==> run_1/final_placement.png <==
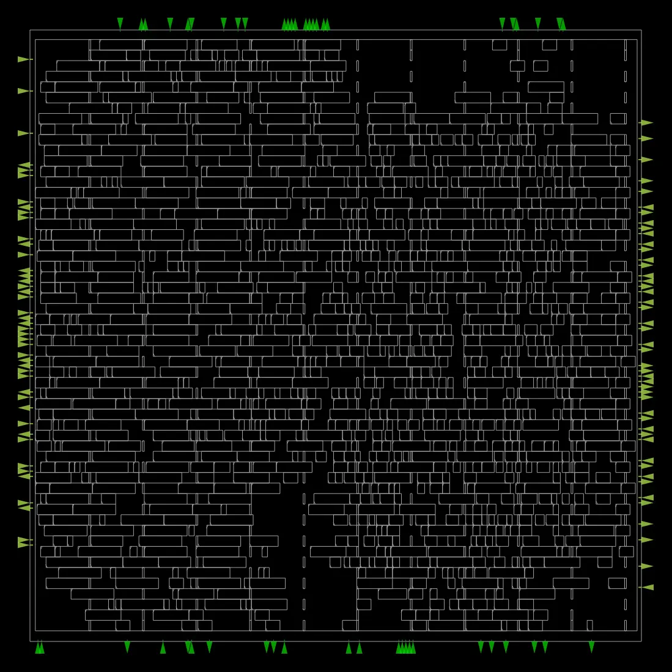
==> run_1/gate_families.png <==
Scale bar: 50 microns.
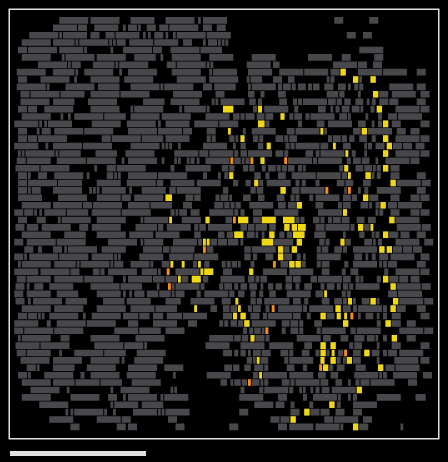
==> run_1/met4.png <==
Scale bar: 50 microns.
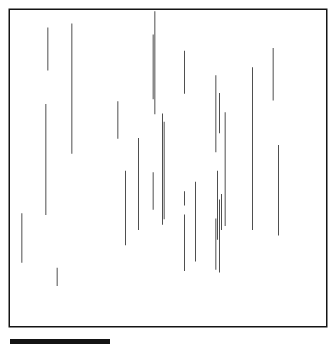
==> run_1/metal_stack.png <==
Scale bar: 50 microns.
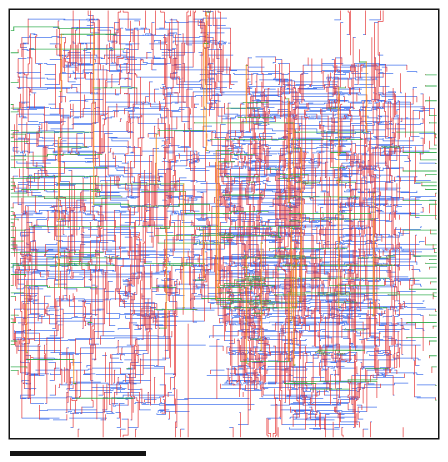
$ cat config.mk
export PLATFORM = sky130hd
export DESIGN_NAME = wb_ifetch_prefetch
export DESIGN_NICKNAME = d
export VERILOG_FILES = /design/src/rtl/wb_ifetch_prefetch.sv
export SDC_FILE = /design/constraint.sdc
export NUM_CORES = 1
export LEC_CHECK = 0
export CORE_MARGIN = 1
export CORE_UTILIZATION = 52
export DETAILED_ROUTE_END_ITERATION = 8
export GPL_ROUTABILITY_DRIVEN = 0
export MAX_ROUTING_LAYER = met4
export PLACE_DENSITY_LB_ADDON = 0.25
export SLEW_MARGIN = 25
export SYNTH_ARGS = -nofsm -noshare
export SYNTH_HDL_FRONTEND = slang
export SYNTH_SLANG_ARGS = --single-unit
$ cat constraint.sdc
create_clock -name clk -period 4.25 [get_ports clk]
set_clock_uncertainty 0.1 [all_clocks]
set_input_delay 0.6375 -clock clk [delete_from_list [all_inputs] [get_ports clk]]
set_output_delay 0.6375 -clock clk [all_outputs]
set_load 0.02 [all_outputs]
$ cat src/rtl/wb_ifetch_prefetch.sv
// wb_ifetch_prefetch
//   Instruction prefetch buffer between a core's instruction Wishbone master
//   and the instruction memory slave. Sequential words are fetched ahead into
//   a small FIFO. Requests that match the FIFO head are answered one cycle
//   later. Any other request flushes the FIFO and restarts fetching at the
//   requested address. Memory errors travel through the FIFO in order.
//
// Ports
//   clk, rst_n               clock, asynchronous active-low reset
//   s_adr_i/s_cyc_i/s_stb_i  core fetch request (s_adr_i[1:0] ignored)
//   s_dat_o/s_ack_o/s_err_o  core response, each response lasts one cycle
//   m_adr_o/m_cyc_o/m_stb_o  memory fetch request, one transaction at a time
//   m_dat_i/m_ack_i/m_err_i  memory response
module wb_ifetch_prefetch #(
    parameter int          DEPTH      = 4,
    parameter logic [31:0] RESET_ADDR = 32'h0000_0000
) (
    input  logic        clk,
    input  logic        rst_n,
    input  logic [31:0] s_adr_i,
    input  logic        s_cyc_i,
    input  logic        s_stb_i,
    output logic [31:0] s_dat_o,
    output logic        s_ack_o,
    output logic        s_err_o,
    output logic [31:0] m_adr_o,
    output logic        m_cyc_o,
    output logic        m_stb_o,
    input  logic [31:0] m_dat_i,
    input  logic        m_ack_i,
    input  logic        m_err_i
);
    localparam int AW = $clog2(DEPTH);
    localparam logic [AW+1:0] DEPTH_W = (AW+2)'(DEPTH);

    typedef enum logic [1:0] {IDLE, REQ, GAP} state_t;

    state_t          state, state_nx;
    logic [31:0]     fifo_dat [DEPTH];
    logic [DEPTH-1:0] fifo_err;
    logic [AW-1:0]   rd_ptr, wr_ptr;
    logic [AW:0]     count;
    logic [29:0]     head_adr, fetch_adr;   // word addresses
    logic            discard, halt;

    logic busy, req, hit, wait_word, miss, done, push, can_fetch, launch;
    logic [AW+1:0] occupancy;
    logic unused_adr_lsb;

    assign unused_adr_lsb = ^s_adr_i[1:0];

    assign busy      = (state == REQ);
    assign req       = s_cyc_i & s_stb_i & ~s_ack_o & ~s_err_o;
    assign hit       = req && (count != '0) && (s_adr_i[31:2] == head_adr);
    assign wait_word = req && (count == '0) && (s_adr_i[31:2] == fetch_adr) && !discard;
    assign miss      = req && !hit && !wait_word;
    assign done      = busy && (m_ack_i || m_err_i);
    // A flush on the same edge wins over the push: that word is from the old stream.
    assign push      = done && !discard && !miss;
    assign occupancy = {1'b0, count} + {{(AW+1){1'b0}}, busy};
    assign can_fetch = (occupancy < DEPTH_W) && !halt;

    assign m_cyc_o = busy;
    assign m_stb_o = busy;

    // A miss launches the new target straight away when no transaction is
    // outstanding, so the first word of the new stream is not delayed by a
    // cycle. GAP re-launches directly to sustain one word per three cycles.
    always_comb begin
        state_nx = state;
        launch   = 1'b0;
        case (state)
            IDLE, GAP: begin
                if (miss || can_fetch) begin
                    state_nx = REQ;
                    launch   = 1'b1;
                end else begin
                    state_nx = IDLE;
                end
            end
            REQ: if (done) state_nx = GAP;
            default: state_nx = IDLE;
        endcase
    end

    always_ff @(posedge clk) begin
        if (push) fifo_dat[wr_ptr] <= m_dat_i;
    end

    always_ff @(posedge clk or negedge rst_n) begin
        if (!rst_n) begin
            state     <= IDLE;
            m_adr_o   <= '0;
            fifo_err  <= '0;
            rd_ptr    <= '0;
            wr_ptr    <= '0;
            count     <= '0;
            head_adr  <= RESET_ADDR[31:2];
            fetch_adr <= RESET_ADDR[31:2];
            discard   <= 1'b0;
            halt      <= 1'b0;
            s_ack_o   <= 1'b0;
            s_err_o   <= 1'b0;
            s_dat_o   <= '0;
        end else begin
            state <= state_nx;

            // m_adr_o only changes when a transaction starts, so it is stable
            // for the whole strobe even if a miss retargets fetch_adr.
            if (launch)
                m_adr_o <= {(miss ? s_adr_i[31:2] : fetch_adr), 2'b00};
            else if (done)
                m_adr_o <= '0;

            // The outstanding result belongs to the old stream unless it
            // completes on this very edge.
            if (done)
                discard <= 1'b0;
            else if (miss && busy)
                discard <= 1'b1;

            s_ack_o <= hit && !fifo_err[rd_ptr];
            s_err_o <= hit &&  fifo_err[rd_ptr];
            if (hit) s_dat_o <= fifo_dat[rd_ptr];

            if (miss) begin
                count     <= '0;
                rd_ptr    <= '0;
                wr_ptr    <= '0;
                head_adr  <= s_adr_i[31:2];
                fetch_adr <= s_adr_i[31:2];
                halt      <= 1'b0;
            end else begin
                if (push) begin
                    fifo_err[wr_ptr] <= m_err_i;
                    wr_ptr    <= wr_ptr + 1'b1;
                    fetch_adr <= fetch_adr + 30'd1;
                    if (m_err_i) halt <= 1'b1;
                end
                if (hit) begin
                    rd_ptr   <= rd_ptr + 1'b1;
                    head_adr <= head_adr + 30'd1;
                end
                case ({push, hit})
                    2'b10:   count <= count + 1'b1;
                    2'b01:   count <= count - 1'b1;
                    default: count <= count;
                endcase
            end
        end
    end
endmodule

==> results.json, run 1 <==
{
  "overflow": 0,
  "lay_top_cells": "nand2_1 (157), dfrtp_1 (138), clkdlybuf4s50_1 (132)",
  "buffers": 163,
  "dr_wl_met3_microns": 2213,
  "drt-total-wl_microns": 30760,
  "cp_top_family": "simple AND/OR/NAND/NOR gates",
  "route.vias.total": 8930,
  "cp_max_fo": 33,
  "first_global_vias": 8689,
  "fin_area_sq_um": 15250,
  "grt_pass1_wl_microns": 48320,
  "post_cts_resized": 0,
  "cts_root_buffer": "clkbuf_16",
  "clock_sinks": 267,
  "synth_cell_types": 67,
  "cp.arrival_ns": 3.57,
  "clk-insertion-delay-late_ns": 0.56,
  "top_layer_used": "met4",
  "critPathMaxStageDelay_ns": 0.52,
  "use_met3_pct": 4.570,
  "p_leak_nw": 5.821,
  "endpoint_kind": "register",
  "top_regs": "fifo_dat x128, s_dat_o x32",
  "fin_nets": 1250,
  "p_per_area_nw_per_um2": 499.3,
  "vias_per_cell": 5.894,
  "topCombFamilyByArea": "simple AND/OR/NAND/NOR gates",
  "hold_class": "primary input to async pin",
  "rr_worst_depth": 10,
  "grt_max_degree": 88,
  "worstMarginPinSlew_ns": 0.8583,
  "max-vdd-ir-drop_mv": 0.3858,
  "cts_max_level": 1,
  "outcome": "completed",
  "yosys-top-cells-count": "nand2_1 (157), dfrtp_1 (139), edfxtp_1 (128)",
  "ys_chip_area_sq_um": 12570,
  "grt_antenna_before_repair": 0,
  "finalClockPeriodUsage_pct": 74.68,
  "post_drt_wl_per_cell_microns": 20.30,
  "insertedDiodeCount": 0,
  "largestClassByArea": "sequential cells",
  "drt_first_iter_violations": 556,
  "clk_pin_slew_ns": 0.06,
  "ys_sh_simple_pct": 14.78,
  "top_register": "fifo_dat",
  "dp_cells": 1461,
  "path_cells": "clkdlybuf4s50_1 -> xor2_1 -> nor4_1 -> nand4_1 -> buf_4 -> or2_4 -> buf_12 -> or4_1 -> nand3b_1",
  "ys.flop_type": "dfrtp_1",
  "grt.busiest_layer": "met2",
  "max_freq_ghz": 0.3151,
  "die_y_microns": 157.5,
  "cts_setup_buffers": 0,
  "portBuffers": 133,
  "layout.cells.non_filler": 1515,
  "worst_slack_ns": 1.076,
  "die_area_sq_um": 24810,
  "grtUsageMet2_pct": 41.26,
  "cts_made_buffers": 29,
  "nClkBuffers": 40,
  "max_cap_viol_count": 0,
  "synth_flop_count": 267,
  "num-multi-input-gates": 696,
  "warnings": 31,
  "clock_path_buffers": 3,
  "edf_count": 128,
  "slew_headroom_pct": 42.64,
  "nonClkBufAreaFrac_pct": 10.87,
  "floorplan.core_util_pct": 53.25,
  "top_area_cell": "edfxtp_1",
  "hold-worst-slack_ns": 0.03596,
  "crit_path_top_delay_cell": "clkdlybuf4s50_1",
  "muxShareOfSynthArea_pct": 6.846,
  "final.fill_count": 1835,
  "io_pins": 138,
  "place_ws_ns": 0.5259
}
About final_placement.png:
flip-flops: 267
Tapcell Cnt: 319
Seq/total area: 48.01%
number of placement rows: 56

About gate_families.png:
[yellow] NOR gates | cells: 107
[orange] inverters | cells: 16

About met4.png:
wire length on this layer: 953 microns
share of all routed wire: 3.1%

About metal_stack.png:
[blue] met1 | wire length: 13,100 microns
[red] met2 | wire length: 14,400 microns
[orange] met4 | wire length: 953 microns
[green] met3 | wire length: 2,210 microns

==> run 1: worst max path at each step <==
stage,end,slack (ns),depth (start not counted)
2_1_floorplan,fifo_err[1]$_DFFE_PN0P_,0.15,8
6_report,head_adr[20]$_DFFE_PN0P_,1.08,9
5_1_grt,fifo_dat[0][13]$_DFFE_PP_,0.96,8
3_3_place_gp,fifo_dat[1][17]$_DFFE_PP_,0.59,8
3_5_place_dp,fifo_dat[1][17]$_DFFE_PP_,0.53,8
4_1_cts,fifo_dat[1][17]$_DFFE_PP_,1.07,8
==> run 1: power breakdown <==
group / leakage [nW] / switching (mW) / total, mW / internal [mW]
clock: 0.428 / 1.01 / 2.33 / 1.32
combinational: 2.46 / 1.04 / 1.86 / 0.828
sequential: 2.94 / 0.292 / 3.42 / 3.13
total: 5.82 / 2.34 / 7.62 / 5.28
==> run_1/cell_classes.png <==
Scale bar: 50 microns. Fill, decap, tap and diode cells in grey.
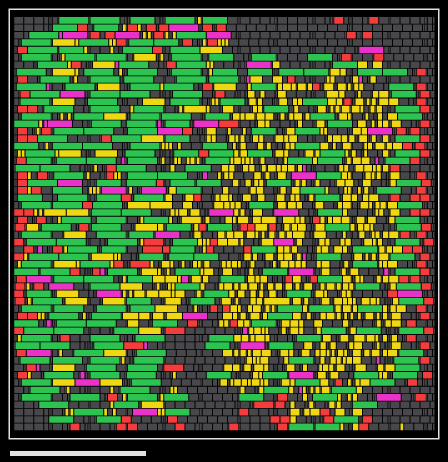

==> run 2: changes to the inputs <==
- CORE_UTILIZATION: 52 -> 51
- clock period: 4.25 -> 2.7 ns (I/O delays scaled with it)
==> run_2/cell_classes.png <==
Scale bar: 50 microns. Fill, decap, tap and diode cells in grey.
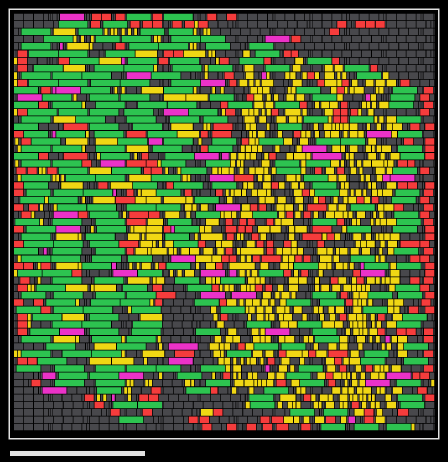
[green] flip-flops | cells: 267 | share of their area: 46%
[magenta] clock drivers and dummy loads | cells: 51 | share of their area: 5.7%
[red] other buffers and delay cells | cells: 257 | share of their area: 16%
[yellow] all other logic | cells: 713 | share of their area: 32%
number of placement rows: 57
fin area: 16,260 sq um
Seq/total area: 45.05%
fin util: 67.04%

==> run 2 against run 1 <==
  * Critical endpoint is now fifo_dat[3][7]$_DFFE_PP_
  * Sequential cell count stayed put
  * The flow now finishes with violations (negative setup slack)
  * Synthesized cell count stayed put
  * Sequential share of layout area fell by 3.0 points
  * Setup slack worse by 1.1 ns
  * Die size increased by 1.9%
==> results.json, run 2 <==
{
  "seqPwrFrac_pct": 42.7,
  "endpoint_kind": "register",
  "dr_wl_met3_microns": 1992,
  "die_area_sq_um": 25290,
  "cp.depth": 9,
  "critPathMaxStageDelay_ns": 0.55,
  "ys.flop_type": "dfrtp_1",
  "seq_power_mw": 5.32,
  "hold-worst-slack_ns": 0.2131,
  "cts_tree": "done",
  "drt_first_iter_violations": 592,
  "power_leader": "sequential cells",
  "worst_slack_ns": -0.003643,
  "clk-insertion-delay-late_ns": 0.54,
  "outcome": "complete, but fails checks",
  "slew_headroom_pct": 37.22,
  "grt_use_total_pct": 26.64,
  "clk_pin_slew_ns": 0.06,
  "vias_per_cell": 5.754,
  "route.vias.total": 9276,
  "comb_power_share_pct": 27.1,
  "drc": 0,
  "fin_nets": 1344,
  "max-vdd-ir-drop_mv": 0.6806,
  "muxShareOfSynthArea_pct": 6.846,
  "wl_met2_microns": 15520,
  "cts_setup_buffers": 0,
  "warnings": 33,
  "hp-start": "s_adr_i[25]",
  "use_met3_pct": 3.360,
  "crit_end": "fifo_dat[3][7]$_DFFE_PP_",
  "worstMarginPinSlew_ns": 0.9407,
  "p_sw_mw": 3.786,
  "topCombFamilyByArea": "simple AND/OR/NAND/NOR gates",
  "drt-total-wl_microns": 32090,
  "grt.busiest_layer": "met2",
  "portBuffers": 133,
  "crit_path_top_delay_cell": "clkdlybuf4s50_1",
  "lay_top_cells": "nand2_1 (157), dfrtp_1 (138), clkdlybuf4s50_1 (130)",
  "cts_made_buffers": 28,
  "cts_hold_buf": 1,
  "avgSynthCellArea_sq_um": 12.01,
  "nClkBuffers": 37,
  "first_global_vias": 9327,
  "clock_sinks": 267,
  "floorplan.core_util_pct": 51.86,
  "ys_chip_area_sq_um": 12570,
  "cp_top_family": "buffers and inverters",
  "ys_cells": 1047,
  "buffers": 257,
  "sw_frac_of_total_pct": 30.36,
  "cts_max_level": 1,
  "rrSetupSlack_ns": 0.03,
  "top_register": "fifo_dat",
  "p_comb_mw": 3.37,
  "top_area_cell": "edfxtp_1",
  "top_layer_used": "met4",
  "yosys-top-cells-count": "nand2_1 (157), dfrtp_1 (139), edfxtp_1 (128)",
  "max_freq_ghz": 0.3699,
  "crit_buf_inv": 4,
  "synth_flop_count": 267,
  "hpwlAfterDp_microns": 22650,
  "fp.dieW_microns": 159.0,
  "grt_pass1_wl_microns": 51330,
  "die_y_microns": 159.0,
  "ys_sh_simple_pct": 14.78,
  "lay_top_count": "nand2_1",
  "netlist_area_sq_um": 12570,
  "nonClkBufAreaFrac_pct": 15.61,
  "hold_viol_final": 0,
  "edf_count": 128,
  "rr_worst_depth": 8,
  "io_pins": 138,
  "p_leak_nw": 6.395,
  "ys_warn_count": 0,
  "adder_share_pct": 0.7562,
  "grt_antenna_before_repair": 0,
  "insertedDiodeCount": 0,
  "power_mw": 12.47,
  "clock_path_buffers": 3,
  "path_cells": "clkdlybuf4s50_1 -> xor2_1 -> nor4_2 -> nand4_1 -> o31a_2 -> buf_12 -> a21oi_4 -> buf_12 -> buf_12",
  "post_drt_wl_per_cell_microns": 19.90,
  "flops": 267,
  "top_regs": "fifo_dat x128, s_dat_o x32",
  "finalClockPeriodUsage_pct": 100.1,
  "tns_ns": -0.02019,
  "largestClassByArea": "sequential cells",
  "p_per_area_nw_per_um2": 767.0,
  "cts_root_buffer": "clkbuf_16",
  "use_met1_pct": 34.95,
  "pwr-share-clk_pct": 30.3,
  "setup_violations": 12,
  "fin_crit_ns": 2.704,
  "max_cap_viol_count": 0,
  "overflow": 0,
  "grtUsageMet2_pct": 42.94,
  "violations": "negative setup slack",
  "wl_met1_microns": 13520,
  "hold_class": "primary input to register",
  "worstSetupPathType": "primary input to register",
  "cp_max_fo": 13,
  "synth_cell_types": 67,
  "p_int_mw": 8.683,
  "p_clk_mw": 3.78,
  "drive_gt1_share_pct": 18.63,
  "grt_max_degree": 56,
  "async_reset_ff_share_pct": 52.06,
  "cp.arrival_ns": 2.86,
  "post_cts_resized": 5,
  "num-multi-input-gates": 697
}
==> run_2/final_placement.png <==
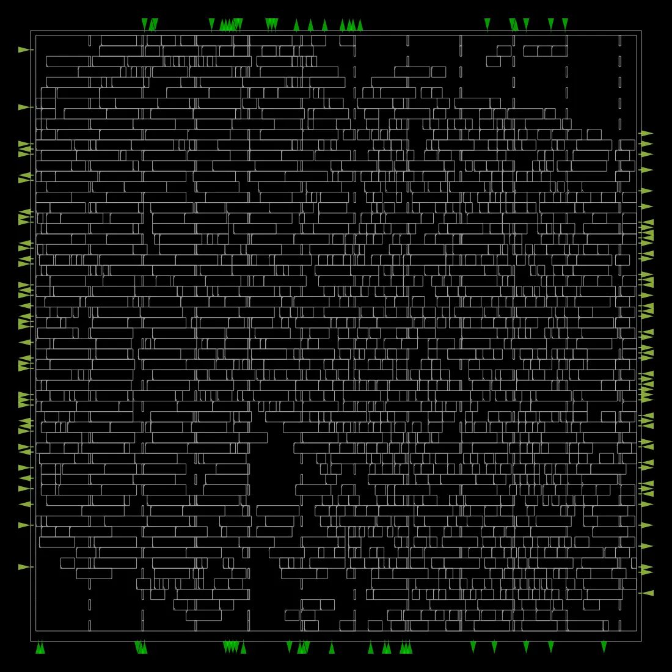
core area: 24,250 sq um
Tapcell Cnt: 324
post-route insts no fill: 1,612
Fill cells: 1,812

run 2: cell counts after synthesis:
No cell type changed its count.
run 2: through the flow:
step                      utilization [%]  cell area, sq um  instances  setup slack (ns)
final                               67.04             16260       1612         -0.003643
after global routing                67.04             16260       1612          -0.09192
after CTS                           66.41             16100       1605           0.02035
after detailed placement            62.49             15150       1552           -0.6959
after global placement              62.49             15150       1552           -0.6658
after floorplan                         -             12670       1048           -0.2517
run 2: cells by family (layout without fill, tap and decap cells):
group,count (synthesis),count (layout)
AND/OR/NAND/NOR,372,373
flip-flops,267,267
AND-OR/OR-AND,181,181
XOR/XNOR,90,90
buffers and inverters,85,324
multiplexers,44,44
adder cells (fa/ha/maj),7,7
other,1,2
Power and IR drop assume default switching activity.
